==> config.mk <==
export PLATFORM = sky130hd
export DESIGN_NAME = fetch_controller
export DESIGN_NICKNAME = d
export VERILOG_FILES = /design/src/rtl/fetch_pkg.sv /design/src/rtl/fetch_fifo.sv /design/src/rtl/fetch_controller.sv
export SDC_FILE = /design/constraint.sdc
export NUM_CORES = 1
export LEC_CHECK = 0
export CAP_MARGIN = 20
export CORE_AREA = 3 3 265 267
export CTS_BUF_LIST = sky130_fd_sc_hd__clkbuf_2
export CTS_CLUSTER_DIAMETER = 120
export DETAILED_ROUTE_END_ITERATION = 8
export DIE_AREA = 0 0 268 270
export SYNTH_ARGS = -nofsm -noshare
export SYNTH_HDL_FRONTEND = slang
export SYNTH_SLANG_ARGS = --single-unit
export TNS_END_PERCENT = 5
==> constraint.sdc <==
create_clock -name clk -period 6.05 [get_ports clk]
set_clock_uncertainty 0.1 [all_clocks]
set_input_delay 1.21 -clock clk [delete_from_list [all_inputs] [get_ports clk]]
set_output_delay 1.21 -clock clk [all_outputs]
set_load 0.02 [all_outputs]
==> src/rtl/fetch_pkg.sv <==
// Shared types and constants for the instruction fetch sequencer.
package fetch_pkg;

  localparam int INSTR_W = 32;
  localparam int ADDR_W  = 64;

  typedef enum logic [1:0] {
    IDLE  = 2'd0,
    RUN   = 2'd1,
    FLUSH = 2'd2
  } state_t;

  typedef struct packed {
    logic [ADDR_W-1:0]  pc;
    logic [INSTR_W-1:0] instr;
  } fetch_entry_t;

  // Sequential instruction step; wraps at 2^64.
  function automatic logic [ADDR_W-1:0] pc_step(input logic [ADDR_W-1:0] pc);
    return pc + ADDR_W'(4);
  endfunction

endpackage

==> src/rtl/fetch_fifo.sv <==
// Prefetch FIFO: registered storage, push/pop every cycle, flush wins over push.
module fetch_fifo
  import fetch_pkg::*;
#(
  parameter int  DEPTH   = 4,
  parameter type entry_t = fetch_entry_t
) (
  input  logic                   clk,
  input  logic                   reset,
  input  logic                   push,
  input  entry_t                 push_data,
  input  logic                   pop,
  input  logic                   flush,
  output entry_t                 head,
  output logic [$clog2(DEPTH):0] count,
  output logic                   empty,
  output logic                   full
);

  localparam int PW = $clog2(DEPTH);

  entry_t          mem [DEPTH];
  logic [PW-1:0]   rd_ptr_q;
  logic [PW-1:0]   wr_ptr_q;
  logic [PW:0]     count_q;
  logic            do_push;
  logic            do_pop;

  assign empty   = (count_q == '0);
  assign full    = (count_q == (PW+1)'(DEPTH));
  assign count   = count_q;
  assign head    = mem[rd_ptr_q];
  assign do_pop  = pop && !empty;
  assign do_push = push && (!full || do_pop);

  // Entry storage; data is never reset, only the pointers qualify it.
  always_ff @(posedge clk) begin
    if (do_push && !flush) begin
      mem[wr_ptr_q] <= push_data;
    end
  end

  // Pointer and occupancy tracking; flush empties the queue in one cycle.
  always_ff @(posedge clk) begin
    if (!reset || flush) begin
      rd_ptr_q <= '0;
      wr_ptr_q <= '0;
      count_q  <= '0;
    end else begin
      if (do_push) wr_ptr_q <= wr_ptr_q + PW'(1);
      if (do_pop)  rd_ptr_q <= rd_ptr_q + PW'(1);
      case ({do_push, do_pop})
        2'b10:   count_q <= count_q + (PW+1)'(1);
        2'b01:   count_q <= count_q - (PW+1)'(1);
        default: count_q <= count_q;
      endcase
    end
  end

endmodule

==> src/rtl/fetch_controller.sv <==
// Fetch sequencer: owns the fetch PC, issues credit-limited requests to a
// variable-latency instruction memory, buffers responses and applies redirects.
module fetch_controller
  import fetch_pkg::*;
#(
  parameter int          DEPTH    = 4,
  parameter logic [63:0] RESET_PC = 64'd0
) (
  input  logic        clk,
  input  logic        reset,
  input  logic        redirect,
  input  logic [63:0] redirect_pc,
  output logic        imem_req,
  output logic [63:0] imem_addr,
  input  logic        imem_gnt,
  input  logic        imem_rvalid,
  input  logic [31:0] imem_rdata,
  output logic        if_valid,
  output logic [63:0] if_pc,
  output logic [31:0] if_instr,
  input  logic        if_ready,
  output logic [63:0] if_link
);

  localparam int            CW       = $clog2(DEPTH) + 1;
  localparam logic [CW:0]   CRED_MAX = (CW+1)'(DEPTH);

  state_t            state_q, state_d;
  logic [ADDR_W-1:0] fetch_pc_q, fetch_pc_d;
  logic [ADDR_W-1:0] resp_pc_q, resp_pc_d;
  logic [CW-1:0]     outstanding_q, outstanding_d;
  logic [CW-1:0]     discard_q, discard_d;
  logic [CW-1:0]     fifo_count;
  logic              fifo_empty, fifo_full;
  logic              credit_ok, req_raw, granted;
  logic              push, pop, flush;
  fetch_entry_t      push_entry, head_entry;

  assign push_entry = '{pc: resp_pc_q, instr: imem_rdata};
  assign pop        = if_valid && if_ready;
  assign imem_addr  = fetch_pc_q;

  // Zero the head fields when nothing is buffered so decode never sees stale data.
  assign if_valid = !fifo_empty;
  assign if_pc    = if_valid ? head_entry.pc    : '0;
  assign if_instr = if_valid ? head_entry.instr : '0;
  assign if_link  = pc_step(if_pc);

  fetch_fifo #(
    .DEPTH   (DEPTH),
    .entry_t (fetch_entry_t)
  ) u_fifo (
    .clk       (clk),
    .reset     (reset),
    .push      (push),
    .push_data (push_entry),
    .pop       (pop),
    .flush     (flush),
    .head      (head_entry),
    .count     (fifo_count),
    .empty     (fifo_empty),
    .full      (fifo_full)
  );

  // Next-state: credit check, grant/response bookkeeping, then redirect override.
  always_comb begin
    state_d       = state_q;
    fetch_pc_d    = fetch_pc_q;
    resp_pc_d     = resp_pc_q;
    outstanding_d = outstanding_q;
    discard_d     = discard_q;
    push          = 1'b0;
    flush         = 1'b0;
    req_raw       = 1'b0;
    credit_ok     = ({1'b0, outstanding_q} + {1'b0, fifo_count}) < CRED_MAX;

    case (state_q)
      IDLE:    state_d = RUN;
      RUN:     req_raw = credit_ok;
      FLUSH:   req_raw = 1'b0;
      default: state_d = IDLE;
    endcase

    // A redirect abandons the request on the bus, but a grant the memory
    // gives in that same cycle is still an in-flight word to be discarded.
    imem_req = req_raw && !redirect;
    granted  = req_raw && imem_gnt;

    if (granted) begin
      outstanding_d = outstanding_d + CW'(1);
      fetch_pc_d    = pc_step(fetch_pc_q);
    end

    if (imem_rvalid && (outstanding_q != '0)) begin
      outstanding_d = outstanding_d - CW'(1);
      if (discard_q == '0) begin
        push      = 1'b1;
        resp_pc_d = pc_step(resp_pc_q);
      end else begin
        discard_d = discard_q - CW'(1);
      end
    end

    if ((state_q == FLUSH) && (discard_d == '0)) begin
      state_d = RUN;
    end

    if (redirect && (state_q != IDLE)) begin
      flush      = 1'b1;
      discard_d  = outstanding_d;
      fetch_pc_d = redirect_pc;
      resp_pc_d  = redirect_pc;
      state_d    = (outstanding_d != '0) ? FLUSH : RUN;
    end
  end

  // Control and PC registers with synchronous active-low reset.
  always_ff @(posedge clk) begin
    if (!reset) begin
      state_q       <= IDLE;
      fetch_pc_q    <= RESET_PC;
      resp_pc_q     <= RESET_PC;
      outstanding_q <= '0;
      discard_q     <= '0;
    end else begin
      state_q       <= state_d;
      fetch_pc_q    <= fetch_pc_d;
      resp_pc_q     <= resp_pc_d;
      outstanding_q <= outstanding_d;
      discard_q     <= discard_d;
    end
  end

  // A response with nothing outstanding is a memory protocol violation.
  a_no_orphan_rvalid: assert property (
    @(posedge clk) disable iff (!reset) imem_rvalid |-> (outstanding_q != '0));

  // The credit rule must keep the prefetch FIFO from overflowing.
  a_no_overflow: assert property (
    @(posedge clk) disable iff (!reset) !(push && fifo_full && !pop && !flush));

endmodule

Fig. 1: where the registers sit
Scale: 1.5 px per um. Other sequential cells in the stronger gray, the rest of the logic in the fainter gray.
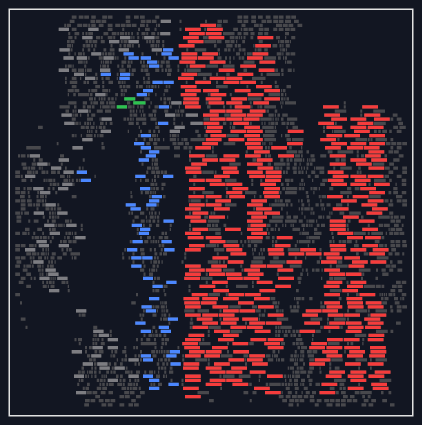
color	name in the netlist	sequential cells
green	u_fifo.count	3
blue	resp_pc_q	64
red	u_fifo.mem	384
not colored	78
storage element area: 0.0144 mm2
Layout Utilization: 43.2%
Seq/total area: 48.9%

Fig. 2: cell placement
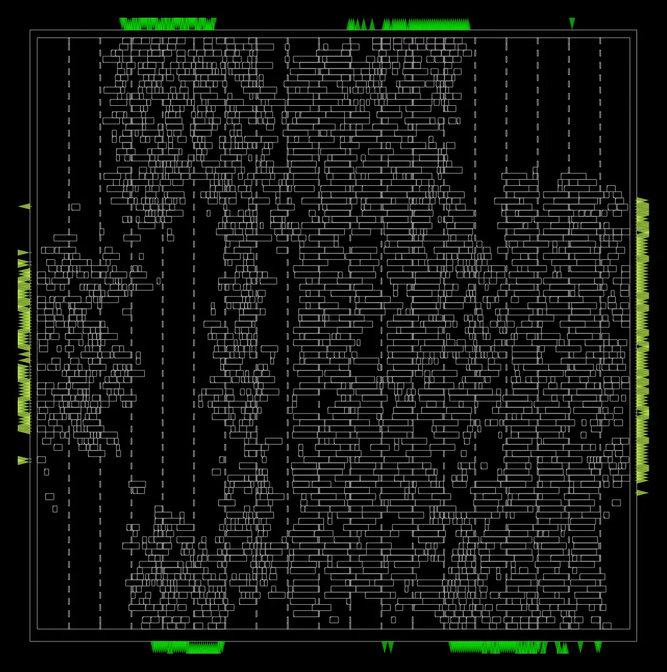
Non-Filler Instances: 3215
Rows: 96
total core area: 0.0683 mm2

Fig. 3: cell sizes after repair
Scale: 1.5 px per um.
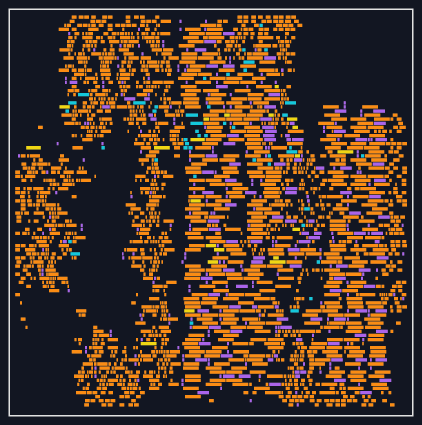
color	size	cells	share	most used
orange	drive 1 or less	1925	83%	edfxtp_1
purple	drive 2	342	15%	clkbuf_2
yellow	drive 6 and up	21	0.90%	buf_12
cyan	drive 3 to 4	44	1.9%	buf_4

Fig. 4: signal wires on met3
Scale: 1 px per um. Cells faint in the background.
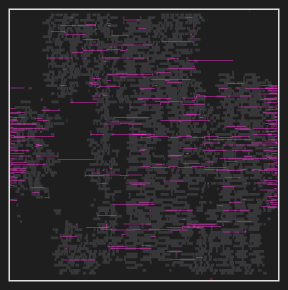
longest straight run	53.6 um
main direction	horizontal

==> Slide: Implementation Results <==
Flow Results at a Glance

Cells and area
  • Top cells excl fill/tap: 384 x edfxtp_1, 286 x clkdlybuf4s50_1, 215 x clkbuf_2, 141 x dfxtp_1, 137 x nand2_1
  • Non-clock buffers: 366
  • Final non-clock buffer share: 12.5%
  • Largest register FFs: 384
  • Top cell category: registers
  • Synth-to-Final Area Change: 24.4%
  • Clock buf/inv share: 4.40%
  • Diode count: 1

Synthesis
  • Post-synth top cells: 384 x edfxtp_1, 145 x dfxtp_1, 137 x nand2_1, 123 x a21oi_1, 93 x and2_1
  • Syn Nets: 1923
  • Post-synthesis cell count: 1806
  • Synthesized area per cell: 13.2 um2
  • Cell total in the yosys stat output: 1806
  • Distinct cells, synth: 72
  • YS chip area: 0.0238 mm2
  • Basic Gates by Area: 13.5%

Drt
  • Vias: 16500
  • M1 wire length: 30400 um
  • First drt pass iteration count: 5

Floorplanning
  • Tapcells: 882

Worst hold path
  • Hold path startpoint: imem_addr[1]

Status
  • Status: completed

Placed design
  • Hpwl dp: 47100 um

Critical path
  • Crit end category: output port
  • CP Cell Sequence: buf_16, mux4_2, or4b_1, or2_1, nor2_2, nand4_1, xnor2_1, clkdlybuf4s50_1
  • R2R Path Start: u_fifo.count[2]
  • Crit. path cell count: 8

Clock tree
  • # Post-CTS Setup Buffers: 6
  • # resized after CTS: 52

Pwr
  • Clk power: 2.53 mW

Global route
  • Routing usage on met2: 28.3%

Final timing
  • Setup TNS: 0 ns
  • Worst Tran Pin Value: 0.871 ns
No activity file was given, so power comes from the tool's default toggle rates.
